==> config.mk <==
export PLATFORM = sky130hd
export DESIGN_NAME = pc_sequencer
export DESIGN_NICKNAME = d
export VERILOG_FILES = /design/src/rtl/pkg_cpu_defs.sv /design/src/rtl/pc_branch_add.sv /design/src/rtl/pc_sequencer.sv
export SDC_FILE = /design/constraint.sdc
export NUM_CORES = 1
export LEC_CHECK = 0
export CAP_MARGIN = 0
export CORE_ASPECT_RATIO = 1.1
export CORE_MARGIN = 2
export CORE_UTILIZATION = 52
export DETAILED_ROUTE_END_ITERATION = 12
export PLACE_DENSITY = 0.82
export SYNTH_ARGS = -nofsm -noshare
export SYNTH_HDL_FRONTEND = slang
export SYNTH_SLANG_ARGS = --single-unit
==> constraint.sdc <==
create_clock -name CLK -period 2.75 [get_ports CLK]
set_input_delay 0.275 -clock CLK [delete_from_list [all_inputs] [get_ports CLK]]
set_output_delay 0.275 -clock CLK [all_outputs]
set_load 0.1 [all_outputs]
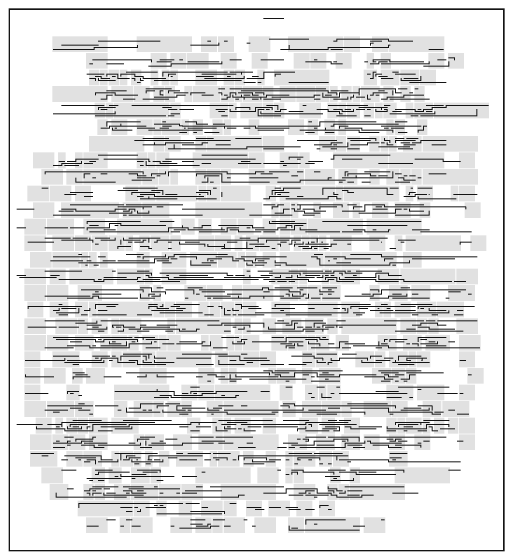
(run_1/layer_met1.png)
Cells faint in the background.
main direction: horizontal
longest straight run: 23.5 µm
share of all routed wire: 42%
Post-Route WL: 10110 µm
DR vias: 3665
met1 Resource Use GR: 38.18%

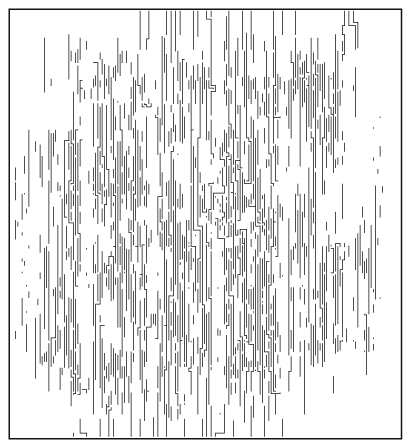
(run_1/layer_met2.png)
main direction: vertical
share of all routed wire: 48%
longest straight run: 32.0 µm
nets with wire on the layer: 478
wire length on this layer: 4830 µm
grt met2 use: 48.99%

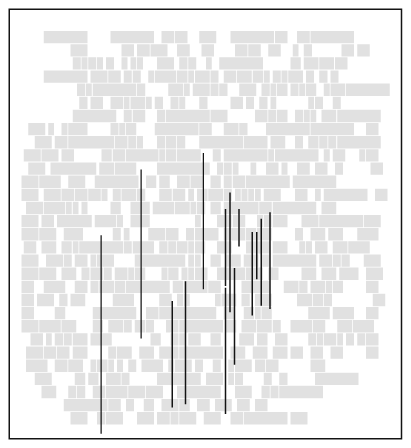
(run_1/layer_met4.png)
Cells faint in the background.
longest straight run: 40.8 µm
main direction: vertical
nets with wire on the layer: 14

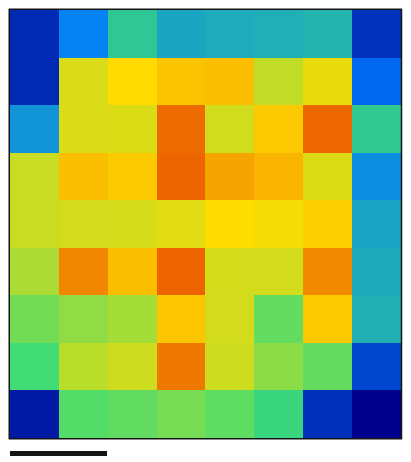
(run_1/cell_density.png)
Scale bar: 20 µm. 8 x 9 tiles, from dark blue (low) to red (high), 0 to 100% covered.
emptiest ninth of the die: bottom right
tiles over 75% full: 28%
nearly empty tiles: 1.4%
mean over tiles: 58%
fullest tile: 89%
core footprint: 0.006231 mm²
Starting Density: 54.28%

==> results.toml, run 1 <==
# implementation run metrics
[final_timing]
fin_tns_setup_ns = 0
timing.slew.headroom_pct = 36.01
hold-worst-slack_ns = 0.1069
fmax_ghz = 0.4285
worst_pin_slew_ns = 0.9599
fin_worst_skew_ns = 0.005567
finalHoldViolCount = 0

[cells_and_area]
layout.nets = 544
sh_seq_area_pct = 23.46
comb.multi_input.count = 325
lay_top_cells = "buf_4 (51), dfrtp_1 (38), clkdlybuf4s50_1 (38)"
layout.nonclk_buf_share_pct = 17.96
biggestCellCategory = "combinational gates"
final_common_cell = "buf_4"
mi_logic_area_mm2 = 0.002201
clkCellAreaFrac_pct = 2.691
layout.cells.non_filler = 567
regArea_mm2 = 0.001003

[yosys]
flop_cell = "dfrtp_1"
synth-edff-count = 0
ys_sh_aoi_pct = 29.26
yosysSeqAreaShare_pct = 29.63
ys_chip_area_mm2 = 0.003382
ys_sh_mux_pct = 2.738
ys_sh_xor_pct = 3.367
ys_warn_count = 0
top_area_share_pct = 28.86
syn_area_per_cell_um2 = 8.249
yosysTopAreaCell = "dfrtp_1"

[placement]
gp_congestion = 0.9172
preCtsSetupSlack_ns = 0.1547
dpl.hpwl_um = 7508
place_area_mm2 = 0.004163

[cts]
h-tree-depth = 2
path_clk_slew_ns = 0.09
cts_resized = 0
clockRootBuffer = "clkbuf_8"
cts_buffers = 5
cts_tree = "yes"

[grt]
grt_use_total_pct = 28.90
busiest_layer = "met2"
grt-ovfl-total = 0
met3_usage_pct = 3.776
antenna_found_initial = 0

[critical_path]
path_max_fanout = 8
path_class = "reg2reg"
start_kind = "flop"
regToRegSetupSlack_ns = 0.42
arrival_ns = 2.52

[floorplanning]
die_h_um = 88.58
num_tap_cells = 80
io_pins = 76
die_w_um = 80.90

[detailed_routing]
top_layer_used = "met4"
vias_per_cell = 6.464
wl_per_cell_um = 17.83
wl_met1_um = 4197

[outcome]
status = "complete, no violations"
run 1: cell families (layout without fill, tap and decap cells):
| logic type | after synthesis | after routing |
|---|---|---|
| DFF | 40 | 40 |
| other | 1 | 1 |
| adders and majority gates | 18 | 18 |
| buffers and inverters | 45 | 122 |
| and+or+nand+nor | 139 | 139 |
| AOI/OAI and AO/OA | 145 | 145 |
| xor gates and xnor gates | 13 | 13 |
| muxes | 9 | 9 |
run 1: critical path: stages, from the launching register on:
cell	delay [ns]
dfrtp_2	0.45
ha_1	0.19
inv_1	0.05
fa_1	0.41
nor2b_1	0.19
o2111ai_1	0.18
a32oi_1	0.30
xnor2_1	0.14
a311o_1	0.32
==> run_1/congestion.png <==
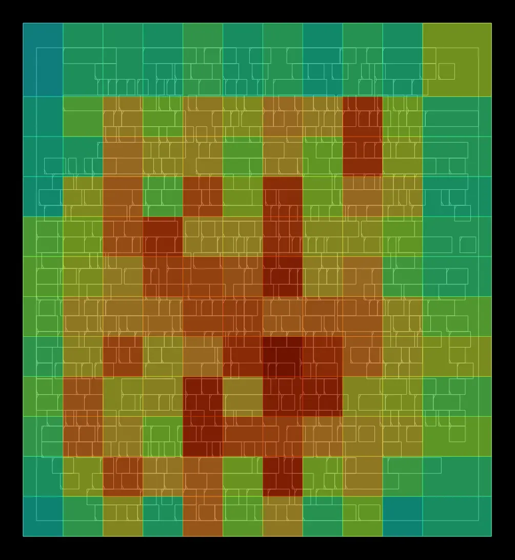

--- run 2 (diff from run 1) ---
--- a/config.mk
+++ b/config.mk
@@ -8,9 +8,9 @@
 export CAP_MARGIN = 0
 export CORE_ASPECT_RATIO = 1.1
 export CORE_MARGIN = 2
-export CORE_UTILIZATION = 52
+export CORE_UTILIZATION = 47
 export DETAILED_ROUTE_END_ITERATION = 12
-export PLACE_DENSITY = 0.82
+export PLACE_DENSITY = 0.78
 export SYNTH_ARGS = -nofsm -noshare
 export SYNTH_HDL_FRONTEND = slang
 export SYNTH_SLANG_ARGS = --single-unit
==> constraint.sdc (replaced) <==
create_clock -name CLK -period 2 [get_ports CLK]
set_input_delay 0.2 -clock CLK [delete_from_list [all_inputs] [get_ports CLK]]
set_output_delay 0.2 -clock CLK [all_outputs]
set_load 0.1 [all_outputs]
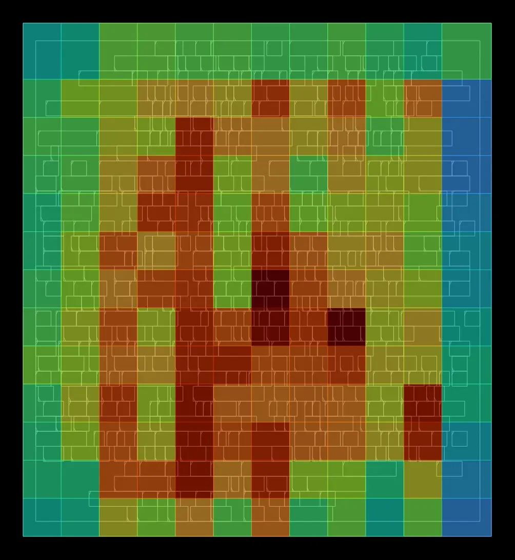
(run_2/congestion.png)
grt met2 use: 47.51%
Most Used Layer, Global Route: met2

==> results.toml, run 2 <==
# implementation run metrics
[yosys]
yosysSeqAreaShare_pct = 29.63
ys_sh_xor_pct = 3.367
ys_sh_mux_pct = 2.738
flop_cell = "dfrtp_1"
ys_warn_count = 0
top_area_share_pct = 28.86
synth-edff-count = 0
ys_chip_area_mm2 = 0.003382
syn_area_per_cell_um2 = 8.249
ys_sh_aoi_pct = 29.26

[outcome]
violations = "setup timing"
status = "complete, but fails checks"

[cells_and_area]
layout.nets = 589
final_common_cell = "buf_4"
lay_top_cells = "buf_4 (94), clkdlybuf4s50_1 (38), nand2_1 (32)"

[critical_path]
start_kind = "flop"
arrival_ns = 2.25
regToRegSetupSlack_ns = -0.07

[detailed_routing]
top_layer_used = "met4"
wl_per_cell_um = 18.03
drt_wl_total_um = 11120
num_vias = 3890
wl_met1_um = 4535
vias_per_cell = 6.305

[floorplanning]
core_area_mm2 = 0.007007
die_w_um = 84.88
io_pins = 76
die_h_um = 92.97
floorplan.core_util_pct = 48.27

[cts]
path_clk_slew_ns = 0.08
cts_resized = 9
clockRootBuffer = "clkbuf_8"
cts_buffers = 5
h-tree-depth = 2

[final_timing]
worst_pin_slew_ns = 0.5393
fin_tns_setup_ns = -0.1354
finalHoldViolCount = 0
timing.slew.headroom_pct = 64.05
setup_slack_ns = -0.06739
hold-worst-slack_ns = 0.5292
setup_viol = 4
fin_worst_skew_ns = 0.005214

[grt]
antenna_found_initial = 0
met3_usage_pct = 3.922
grt-ovfl-total = 0
grt_util_met1_pct = 34.43

[placement]
gp_congestion = 0.9280
==> run 2: worst max-delay path: stages, from the launching register on <==
cell and delay, ns:
dfrtp_4 0.43, ha_4 0.14, inv_2 0.03, fa_2 0.36, nor2b_4 0.17, o2111ai_4 0.14, a32oi_2 0.25, xnor2_1 0.12
a311o_1 0.31
==> run 2: per-stage QoR <==
step	area, µm²	util, %	setup WS (ns)
after CTS	4758	67.91	-0.03776
after floorplan	3483	-	-0.3272
final	4807	68.61	-0.06739
after global placement	4563	65.13	-0.4871
after detailed placement	4563	65.13	-0.5082
after global routing	4807	68.61	-0.1402
==> run 2: area by class of cell <==
type,instances,area [µm²]
repair buffers,135,1112
multi-input cells,325,2327
flip-flops and latches,40,1050
well taps,85,106.4
clock inverters,2,38.79
inverters,24,90.09
fillers,571,2200
clock buffers,6,82.58
